==> config.mk <==
export PLATFORM = sky130hd
export DESIGN_NAME = paint_scheduler
export DESIGN_NICKNAME = d
export VERILOG_FILES = /design/src/rtl/paint_scheduler.sv
export SDC_FILE = /design/constraint.sdc
export NUM_CORES = 1
export LEC_CHECK = 0
export CAP_MARGIN = 20
export CORE_MARGIN = 2
export CORE_UTILIZATION = 30
export CTS_BUF_LIST = sky130_fd_sc_hd__clkbuf_8
export DETAILED_ROUTE_END_ITERATION = 10
export GPL_TIMING_DRIVEN = 0
export HOLD_SLACK_MARGIN = 0.15
export PLACE_DENSITY = 0.56
export SLEW_MARGIN = 20
export SYNTH_ARGS = -nofsm -noshare
export SYNTH_HDL_FRONTEND = slang
export SYNTH_SLANG_ARGS = --single-unit
==> constraint.sdc <==
create_clock -name clk -period 3.5 [get_ports clk]
set_input_delay 0.525 -clock clk [delete_from_list [all_inputs] [get_ports clk]]
set_output_delay 0.525 -clock clk [all_outputs]
set_load 0.02 [all_outputs]
==> src/rtl/paint_scheduler.sv <==
// paint_scheduler: buffers brush commands and expands them into clipped pixel writes issued only during VGA blanking.
// Define PAINT_CLEAR_EN to add the cmd_clear port and the full-screen CLEAR sweep.
module paint_scheduler #(
  parameter int FIFO_DEPTH = 4,
  parameter int H_RES = 640,
  parameter int V_RES = 480
) (
  input  logic       clk,
  input  logic       reset,
  input  logic       cmd_valid,
  output logic       cmd_ready,
  input  logic [9:0] cmd_x,
  input  logic [9:0] cmd_y,
  input  logic [2:0] cmd_color,
  input  logic [1:0] cmd_radius,
`ifdef PAINT_CLEAR_EN
  input  logic       cmd_clear,
`endif
  input  logic       blank_b,
  output logic       wr_en,
  output logic [9:0] wr_x,
  output logic [9:0] wr_y,
  output logic [2:0] wr_color,
  output logic       busy
);
  localparam int AW = $clog2(FIFO_DEPTH);
`ifdef PAINT_CLEAR_EN
  typedef enum logic [1:0] {IDLE, LOAD, SWEEP, CLEAR} state_t;
  logic [25:0] w_ent_in, w_head;
  assign w_ent_in = {cmd_clear, cmd_radius, cmd_color, cmd_y, cmd_x};
`else
  typedef enum logic [1:0] {IDLE, LOAD, SWEEP} state_t;
  logic [24:0] w_ent_in, w_head;
  assign w_ent_in = {cmd_radius, cmd_color, cmd_y, cmd_x};
`endif
  logic [$bits(w_ent_in)-1:0] r_mem [FIFO_DEPTH];
  logic [AW-1:0] r_wp, r_rp;
  logic [AW:0] r_cnt, w_ncnt;
  logic r_rdy, w_full, w_push, w_pop;
  state_t r_st;
  logic signed [10:0] r_x, r_y, r_x0, r_xe, r_ye;
  logic [10:0] w_cx, w_cy, w_r;
  logic [2:0] r_col;
  logic w_in, w_go;
  assign w_full = r_cnt == (AW+1)'(FIFO_DEPTH);
  assign cmd_ready = r_rdy && !w_full;
  assign w_push = cmd_valid && cmd_ready;
  assign w_pop = r_st == LOAD;
  assign w_ncnt = r_cnt + (AW+1)'(w_push) - (AW+1)'(w_pop);
  assign w_head = r_mem[r_rp];
  assign w_cx = {1'b0, w_head[9:0]};
  assign w_cy = {1'b0, w_head[19:10]};
  assign w_r = {9'b0, w_head[24:23]};
  assign w_in = int'(r_x) >= 0 && int'(r_x) < H_RES && int'(r_y) >= 0 && int'(r_y) < V_RES;
  // Off-screen points never wait for blanking; on-screen points stall until blank_b drops.
  assign w_go = !w_in || !blank_b;
  always_ff @(posedge clk or negedge reset)
    if (!reset) begin
      r_wp <= '0;
      r_rp <= '0;
      r_cnt <= '0;
      r_rdy <= 1'b0;
    end else begin
      r_rdy <= 1'b1;
      r_cnt <= w_ncnt;
      if (w_push) r_wp <= r_wp + AW'(1);
      if (w_pop) r_rp <= r_rp + AW'(1);
    end
  always_ff @(posedge clk)
    if (w_push) r_mem[r_wp] <= w_ent_in;
  always_ff @(posedge clk or negedge reset)
    if (!reset) begin
      r_st <= IDLE;
      r_x <= '0;
      r_y <= '0;
      r_x0 <= '0;
      r_xe <= '0;
      r_ye <= '0;
      r_col <= '0;
      wr_en <= 1'b0;
      wr_x <= '0;
      wr_y <= '0;
      wr_color <= '0;
      busy <= 1'b0;
    end else begin
      wr_en <= 1'b0;
      busy <= 1'b1;
      case (r_st)
        IDLE: if (w_ncnt != '0) r_st <= LOAD; else busy <= 1'b0;
        LOAD: begin
          r_x <= w_cx - w_r;
          r_x0 <= w_cx - w_r;
          r_xe <= w_cx + w_r;
          r_y <= w_cy - w_r;
          r_ye <= w_cy + w_r;
          r_col <= w_head[22:20];
          r_st <= SWEEP;
`ifdef PAINT_CLEAR_EN
          if (w_head[25]) begin
            r_x <= '0;
            r_x0 <= '0;
            r_xe <= 11'(H_RES - 1);
            r_y <= '0;
            r_ye <= 11'(V_RES - 1);
            r_col <= '0;
            r_st <= CLEAR;
          end
`endif
        end
        default: if (w_go) begin
          wr_en <= w_in;
          if (w_in) begin
            wr_x <= r_x[9:0];
            wr_y <= r_y[9:0];
            wr_color <= r_col;
          end
          if (r_x != r_xe) r_x <= r_x + 11'sd1;
          else if (r_y != r_ye) begin
            r_x <= r_x0;
            r_y <= r_y + 11'sd1;
          end else begin
            r_st <= IDLE;
            busy <= w_ncnt != '0;
          end
        end
      endcase
    end
endmodule
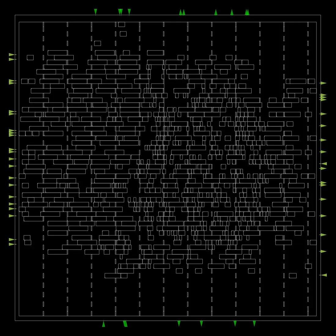
Fig. 1. Cell placement (run 1).
final core occ: 35.9%
core area: 28800 um2

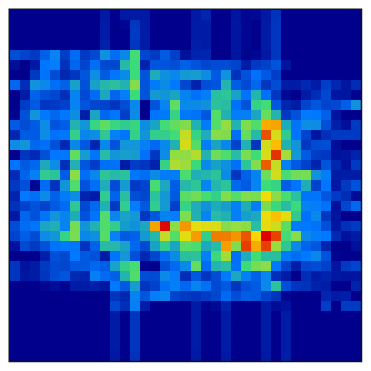
Fig. 2. Signal metal coverage by tile (run 1).
Drawn at 2 px/um. The die is cut into 35 by 35 equal tiles; dark blue is low, red is high, scaled to the fullest tile. Values are wire area over tile area, all layers added.
emptiest ninth of the die: south-west
tiles over half the peak: 9.2%
nearly empty tiles: 29%
fullest tile: 0.51
mean over tiles: 0.097
densest ninth of the die: centre

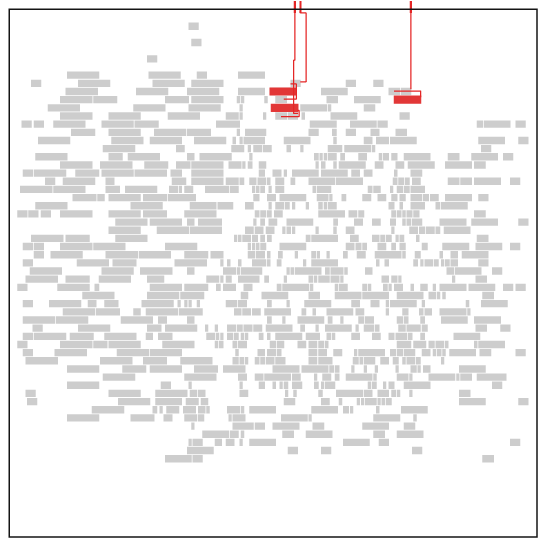
Fig. 3. Port wiring (run 1).
Drawn at 3 px/um.
[red] `wr_color` | direction: output | edge: north | end cells: 3 | buffers: 3 | wire: 120 um

==> results.py, run 1 <==
# Generated from Yosys and OpenROAD reports
metrics = {
    "outcome": {
        "status": "complete, no violations",
    },
    "synth": {
        "top_cell_area_share_pct": 34.1,
        "top_cell": "edfxtp_1",
        "yosysChipArea_um2": 8810,
        "adder_share_pct": 3.55,
        "yosysTopAreaCell": "edfxtp_1",
        "netlist_instances": 671,
    },
    "job": {
        "tool_warnings": 35,
    },
    "critical_path": {
        "ff2ff_setup_slack_ns": 0.26,
        "critPathBufInv": 3,
        "cp_max_fo": 10,
        "crit_path_end": "r_x[7]",
        "worstPathArrival_ns": 3.65,
        "rr_endpoint": "r_x[7]",
        "rr_startpoint": "r_rp[1]",
        "worst_setup_path_end_kind": "flop",
    },
    "layout": {
        "stdcell_count": 1146,
        "flops": 192,
        "nMultiInputCombCells": 425,
        "largest_register": "r_mem",
    },
    "route": {
        "dr.pass1.iters": 5,
        "dr_wl_met3_um": 907,
        "wl_per_cell_um": 16.8,
    },
    "pwr": {
        "peakVddDrop_mv": 0.227,
        "fin_total_pwr_w": 0.00452,
        "powerComb_w": 0.000499,
        "top_power_group": "registers",
        "p_comb_share_pct": 11.0,
    },
    "final_timing": {
        "skew_ns": 0.0166,
        "relSlewSlack_pct": 46.6,
        "hold_slack_ns": 0.482,
        "setup_viol": 0,
    },
    "place": {
        "placed_cell_area_um2": 9870,
        "dp_hpwl_um": 13800,
    },
    "floorplan": {
        "ioPinCount": 55,
        "die_w_um": 175,
    },
    "cts": {
        "cts.sinks": 192,
        "cts_resized": 8,
        "cts_made_buffers": 17,
    },
}
==> run 2, diff against run 1 <==
--- a/config.mk
+++ b/config.mk
@@ -5,6 +5,7 @@
 export SDC_FILE = /design/constraint.sdc
 export NUM_CORES = 1
 export LEC_CHECK = 0
+export ABC_AREA = 1
 export CAP_MARGIN = 20
 export CORE_MARGIN = 2
 export CORE_UTILIZATION = 30
@@ -12,7 +13,7 @@
 export DETAILED_ROUTE_END_ITERATION = 10
 export GPL_TIMING_DRIVEN = 0
 export HOLD_SLACK_MARGIN = 0.15
-export PLACE_DENSITY = 0.56
+export PLACE_DENSITY = 0.55
 export SLEW_MARGIN = 20
 export SYNTH_ARGS = -nofsm -noshare
 export SYNTH_HDL_FRONTEND = slang
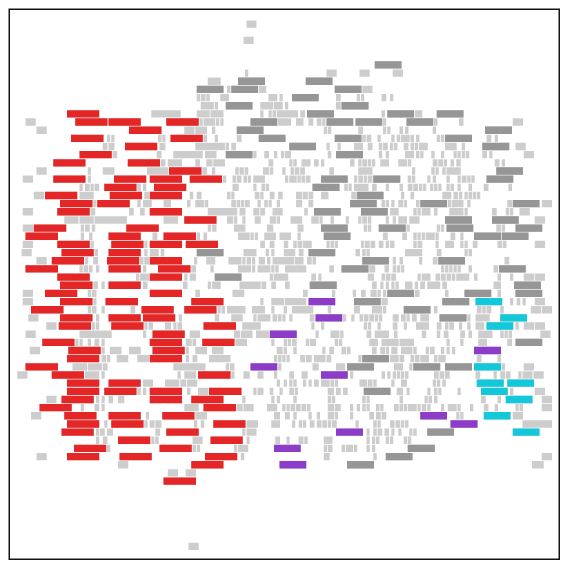
Fig. 4. Sequential cells coloured by netlist name (run 2).
Drawn at 3 px/um. Other sequential cells in the stronger grey, the rest of the logic in the fainter grey.
[red] `r_mem` | flops: 100
[purple] `r_ye` | flops: 11
[cyan] `wr_y` | flops: 10
not coloured: 71

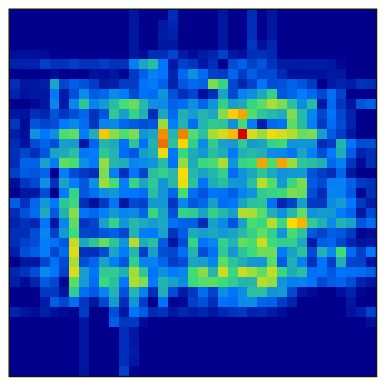
Fig. 5. Signal metal coverage by tile (run 2).
Drawn at 2 px/um. The die is cut into 37 by 37 equal tiles; dark blue is low, red is high, scaled to the fullest tile. Values are wire area over tile area, all layers added.
nearly empty tiles: 30%
tiles over half the peak: 7.2%
densest ninth of the die: centre
mean over tiles: 0.11

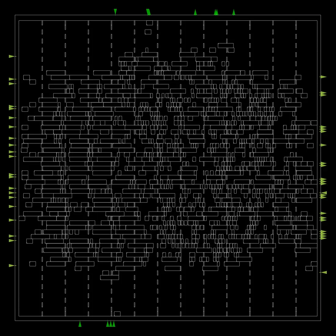
Fig. 6. Cell placement (run 2).
number of cells in the finished layout apart from fillers: 1526
core area: 31600 um2
Fillers: 3236
Tapcells: 402
registers: 192

==> results.py, run 2 <==
# Generated from Yosys and OpenROAD reports
metrics = {
    "pwr": {
        "fin_total_pwr_w": 0.00470,
        "powerComb_w": 0.000520,
        "top_power_group": "registers",
        "p_comb_share_pct": 11.1,
        "peakVddDrop_mv": 0.315,
    },
    "final_timing": {
        "relSlewSlack_pct": 54.4,
        "hold_slack_ns": 0.485,
        "skew_ns": 0.0191,
        "rsz0062_at_grt": "no",
        "setup_viol": 0,
    },
    "synth": {
        "ys_sh_mux_pct": 0,
        "adder_share_pct": 3.26,
        "top_cell_area_share_pct": 31.3,
        "yosys-top-cells-area": "edfxtp_1 (31%), dfrtp_1 (24%), nand2_1 (12%)",
        "synth_area_um2": 9600,
        "yosysChipArea_um2": 9600,
        "synth-seq-cells": 192,
        "yosysTopAreaCell": "edfxtp_1",
        "ys_warn_count": 0,
        "top_cell": "nand2_1",
        "netlist_instances": 1033,
        "synth_cell_types": 46,
    },
    "outcome": {
        "status": "complete, no violations",
    },
    "layout": {
        "buffers": 98,
        "nMultiInputCombCells": 709,
        "comb-cell-share_pct": 33.1,
        "bufAreaShareNonClock_pct": 8.28,
        "largest_register": "r_mem",
        "final_core_util_pct": 35.7,
    },
    "job": {
        "tool_warnings": 35,
    },
    "global_route": {
        "overflow": 0,
        "grtUsageMet1_pct": 21.1,
        "grt_usage_pct": 14.7,
    },
    "route": {
        "dr_wl_met3_um": 1450,
        "dr.pass1.iters": 5,
        "wl_per_cell_um": 15.2,
        "met1_length_um": 11200,
    },
    "critical_path": {
        "worstPathArrival_ns": 3.49,
        "worstSetupPathDepth": 14,
        "worst_setup_path_end_kind": "flop",
        "cp_max_fo": 10,
        "rr_endpoint": "r_x0[2]",
        "crit_path_end": "r_x0[2]",
        "rr_startpoint": "r_rp[0]",
        "critPathBufInv": 7,
        "ff2ff_setup_slack_ns": 0.34,
    },
    "cts": {
        "cts_made_buffers": 17,
        "cts.sinks": 192,
        "cts_tree": "done",
        "cts_root_buf": "clkbuf_8",
        "cts_resized": 1,
    },
    "floorplan": {
        "die_w_um": 183,
        "dieArea_um2": 33400,
        "ioPinCount": 55,
    },
    "hold_path": {
        "hp-class": "in -> async",
    },
    "place": {
        "dpl_worst_slack_ns": -0.0806,
        "dp_hpwl_um": 17200,
        "placed_cell_area_um2": 10800,
        "place_inst": 1494,
    },
}
Power is estimated from default activity; no workload was simulated.
